`src/rtl/interconnect_bank_arbiter.sv`:
```
`default_nettype none
// ============================================================================
// Module   : interconnect_bank_arbiter (plus interconnect_common_pkg)
// Brief    : Per-bank load/store arbiter for the global-memory interconnect.
//            Optional per-bank conflict counters: INTERCONNECT_ARB_STATS_EN
// Revision : 1.0 - initial release
// ============================================================================

package interconnect_common_pkg;
    localparam int N_PE               = 4;
    localparam int N_GLOBAL_MEM_BANKS = 4;
    localparam int c_BANK_ID_W        = $clog2(N_GLOBAL_MEM_BANKS);
    localparam int c_PE_ID_W          = $clog2(N_PE);
endpackage

module interconnect_bank_arbiter
    import interconnect_common_pkg::*;
#(
`ifdef INTERCONNECT_ARB_STATS_EN
    parameter int STAT_CNT_L      = 16,
`endif
    parameter int LD_STARVE_LIMIT = 4
) (
    input  logic                                          clk,
    input  logic                                          rst,
    input  logic [N_PE-1:0]                               ld_req,
    input  logic [N_PE-1:0][c_BANK_ID_W-1:0]              ld_mem_bank_id,
    input  logic [N_PE-1:0]                               st_req,
    input  logic [N_PE-1:0][c_BANK_ID_W-1:0]              st_mem_bank_id,
    input  logic                                          init_mem_vld,
    output logic [N_PE-1:0]                               ld_gnt,
    output logic [N_PE-1:0]                               st_gnt,
    output logic [N_GLOBAL_MEM_BANKS-1:0][c_PE_ID_W:0]    granted_requester_id,
    output logic [N_GLOBAL_MEM_BANKS-1:0]                 grant_out_port_wise
`ifdef INTERCONNECT_ARB_STATS_EN
    ,
    output logic [N_GLOBAL_MEM_BANKS-1:0][STAT_CNT_L-1:0] conflict_cnt
`endif
);

    localparam int              c_SW    = $clog2(LD_STARVE_LIMIT + 1);
    localparam logic [c_SW-1:0] c_LIMIT = c_SW'(LD_STARVE_LIMIT);

    // First requester at or above ptr, wrapping N_PE-1 -> 0.
    function automatic logic [c_PE_ID_W-1:0] rr_pick(input logic [N_PE-1:0] req,
                                                     input logic [c_PE_ID_W-1:0] ptr);
        logic [c_PE_ID_W-1:0] idx;
        rr_pick = ptr;
        for (int i = N_PE - 1; i >= 0; i--) begin
            idx = c_PE_ID_W'((int'(ptr) + i) % N_PE);
            if (req[idx]) rr_pick = idx;
        end
    endfunction

    function automatic logic [c_PE_ID_W-1:0] ptr_next(input logic [c_PE_ID_W-1:0] k);
        ptr_next = c_PE_ID_W'((int'(k) + 1) % N_PE);
    endfunction

    logic                    w_run;
    logic [N_PE-1:0]         w_ld_onehot [N_GLOBAL_MEM_BANKS];
    logic [N_PE-1:0]         w_st_onehot [N_GLOBAL_MEM_BANKS];

    // Reset and init both force the idle value onto every output.
    assign w_run = rst && !init_mem_vld;

    for (genvar b = 0; b < N_GLOBAL_MEM_BANKS; b++) begin : g_bank
        logic [N_PE-1:0]      w_s;
        logic [N_PE-1:0]      w_l;
        logic [c_PE_ID_W-1:0] r_st_ptr;
        logic [c_PE_ID_W-1:0] r_ld_ptr;
        logic [c_SW-1:0]      r_starve;
        logic [c_PE_ID_W-1:0] w_st_k;
        logic [c_PE_ID_W-1:0] w_ld_k;
        logic                 w_st_sel;
        logic                 w_st_win;
        logic                 w_ld_win;

        always_comb begin
            w_s = '0;
            w_l = '0;
            for (int p = 0; p < N_PE; p++) begin
                w_s[p] = st_req[p] && (st_mem_bank_id[p] == c_BANK_ID_W'(b));
                w_l[p] = ld_req[p] && (ld_mem_bank_id[p] == c_BANK_ID_W'(b));
            end
        end

        assign w_st_k   = rr_pick(w_s, r_st_ptr);
        assign w_ld_k   = rr_pick(w_l, r_ld_ptr);
        assign w_st_sel = (|w_s) && (!(|w_l) || (r_starve < c_LIMIT));
        assign w_st_win = w_run && w_st_sel;
        assign w_ld_win = w_run && !w_st_sel && (|w_l);

        assign grant_out_port_wise[b]  = w_st_win || w_ld_win;
        // Idle banks present a load id so the datapath never sees a stray write.
        assign granted_requester_id[b] = w_st_win ? {1'b0, w_st_k}
                                                  : {1'b1, (w_ld_win ? w_ld_k : '0)};
        assign w_ld_onehot[b] = {N_PE{w_ld_win}} & (N_PE'(1) << w_ld_k);
        assign w_st_onehot[b] = {N_PE{w_st_win}} & (N_PE'(1) << w_st_k);

        always_ff @(posedge clk or negedge rst) begin
            if (!rst) begin
                r_st_ptr <= '0;
                r_ld_ptr <= '0;
                r_starve <= '0;
            end else if (!init_mem_vld) begin
                if (w_st_win) begin
                    r_st_ptr <= ptr_next(w_st_k);
                    if (|w_l) r_starve <= (r_starve == c_LIMIT) ? c_LIMIT : r_starve + 1'b1;
                    else      r_starve <= '0;
                end else begin
                    if (w_ld_win) r_ld_ptr <= ptr_next(w_ld_k);
                    r_starve <= '0;
                end
            end
        end

`ifdef INTERCONNECT_ARB_STATS_EN
        localparam int c_SUM_W = STAT_CNT_L + 1;
        logic [STAT_CNT_L-1:0] r_cnt;
        logic [c_SUM_W-1:0]    w_sum;

        // One spare bit catches the carry so the counter can saturate.
        always_comb begin
            w_sum = {1'b0, r_cnt};
            for (int p = 0; p < N_PE; p++) begin
                w_sum = w_sum + c_SUM_W'(w_s[p]) + c_SUM_W'(w_l[p]);
            end
            w_sum = w_sum - c_SUM_W'(w_st_win || w_ld_win);
        end

        always_ff @(posedge clk or negedge rst) begin
            if (!rst)               r_cnt <= '0;
            else if (!init_mem_vld) r_cnt <= w_sum[STAT_CNT_L] ? '1 : w_sum[STAT_CNT_L-1:0];
        end

        assign conflict_cnt[b] = r_cnt;
`endif
    end

    always_comb begin
        ld_gnt = '0;
        st_gnt = '0;
        for (int b = 0; b < N_GLOBAL_MEM_BANKS; b++) begin
            ld_gnt = ld_gnt | w_ld_onehot[b];
            st_gnt = st_gnt | w_st_onehot[b];
        end
    end

    always_comb begin
        for (int b = 0; b < N_GLOBAL_MEM_BANKS; b++) begin
            assert ($onehot0({w_ld_onehot[b], w_st_onehot[b]}));
        end
        assert ((ld_gnt & ~ld_req) == '0);
        assert ((st_gnt & ~st_req) == '0);
        for (int p = 0; p < N_PE; p++) begin
            for (int q = p + 1; q < N_PE; q++) begin
                assert (!(ld_gnt[p] && ld_gnt[q] && (ld_mem_bank_id[p] == ld_mem_bank_id[q])));
            end
        end
    end

endmodule

`default_nettype wire

```
`config.mk`:
```
export PLATFORM = sky130hd
export DESIGN_NAME = interconnect_bank_arbiter
export DESIGN_NICKNAME = d
export VERILOG_FILES = /design/src/rtl/interconnect_bank_arbiter.sv
export SDC_FILE = /design/constraint.sdc
export NUM_CORES = 1
export LEC_CHECK = 0
export ABC_CLOCK_PERIOD_IN_PS = 2430
export CAP_MARGIN = 20
export CELL_PAD_IN_SITES_DETAIL_PLACEMENT = 0
export CELL_PAD_IN_SITES_GLOBAL_PLACEMENT = 1
export CORE_MARGIN = 4
export CORE_UTILIZATION = 36
export DETAILED_ROUTE_END_ITERATION = 10
export PLACE_DENSITY_LB_ADDON = 0.1
export SETUP_SLACK_MARGIN = 0.15
export SYNTH_ARGS = -nofsm -noshare
export SYNTH_HDL_FRONTEND = slang
export SYNTH_SLANG_ARGS = --single-unit
```
`constraint.sdc`:
```
create_clock -name clk -period 2.43 [get_ports clk]
set_input_delay 0.3645 -clock clk [delete_from_list [all_inputs] [get_ports clk]]
set_output_delay 0.3645 -clock clk [all_outputs]
set_load 0.1 [all_outputs]
```
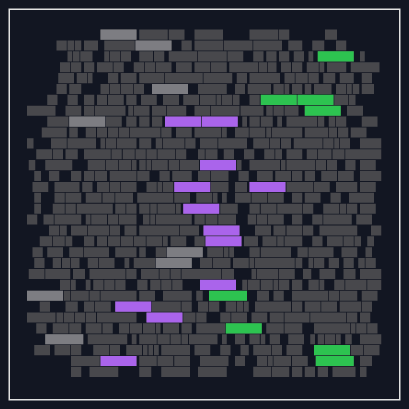
*Where the registers sit*
Scale: 4 px per um.
[green] g_bank.r_ld_ptr | flops: 8
[purple] g_bank.r_starve | flops: 12
not colored: 8

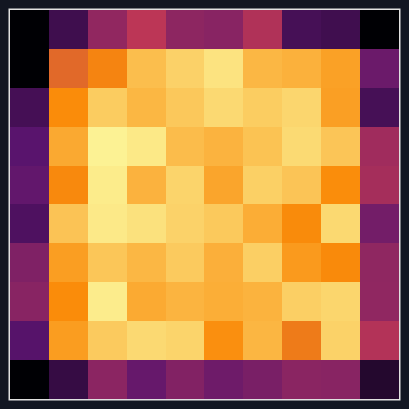
*Cell density map*
Scale: 4 px per um. The die is cut into 10 by 10 equal tiles; black is low, pale yellow is high, 0 to 100% covered.
mean over tiles: 65%
tiles over 75% full: 56%
nearly empty tiles: 4.0%
fullest tile: 97%
densest ninth of the die: center

==> summary.txt <==
Flow results follow.

The run finished, with violations left. The final reports fail on negative setup slack. The top register by number of flip-flops is g_bank.r_starve.

The share of the clock period used by the worst path is 113%. The maximum clock frequency is 0.363 GHz. The leftover overflow at the end of global routing is 0. The count of maximum capacitance violations is 0. Pin placement for this block handled 51 I/O pins. The largest cell class by area is logic gates.

The via count of the first global-routing pass is 3819. The number of failing setup endpoints in the final timing report is 14. Across the placement rows, the number of tap cells is 102. The post-route antenna net violation count is 0. Once routing completed, OpenROAD measured the worst setup slack at -0.327 ns. Setup repair after global routing could not meet its margin everywhere. The relative contribution of sequential cells to total power is 19.8%. Logic depth along the worst register-to-register path is recorded as 8.

The yosys stat cell total is 333. Leaving out buffers and inverters, the combinational logic in the layout accounts for 2950 um2. The detailed router placed 3753 vias in this run. The critical path goes through buf_6, nand3b_1, o21ai_2, a22oi_2, o21ai_2, inv_2, ha_2, a22o_1, a221o_4, buf_12. The count of clock-net buffers in the final layout is 3. The synthesis stat section lists a flop and latch total of 28.
## cell families (layout without fill, tap and decap cells)
| group | Yosys count | after routing | share of synthesized area (%) |
|---|---|---|---|
| adder cells (fa/ha/maj) | 24 | 24 | 10.5 |
| AND/OR/NAND/NOR | 127 | 127 | 26.2 |
| multiplexers | 6 | 6 | 2.35 |
| XOR/XNOR | 1 | 1 | 0.305 |
| flip-flops | 28 | 28 | 24.4 |
| buffers and inverters | 32 | 264 | 4.27 |
| AND-OR/OR-AND | 115 | 115 | 32.0 |
## metal layers
| metal | vias up | wire [um] | GRT usage, % |
|---|---|---|---|
| li1 | 1786 | - | - |
| met5 | - | 0 | 0 |
| met1 | 1825 | 4890 | 26.7 |
| met2 | 108 | 6340 | 41.9 |
| met3 | 34 | 429 | 2.94 |
| met4 | 0 | 401 | 8.09 |
Power figures rest on the tool's default switching activity, not on a simulated workload.
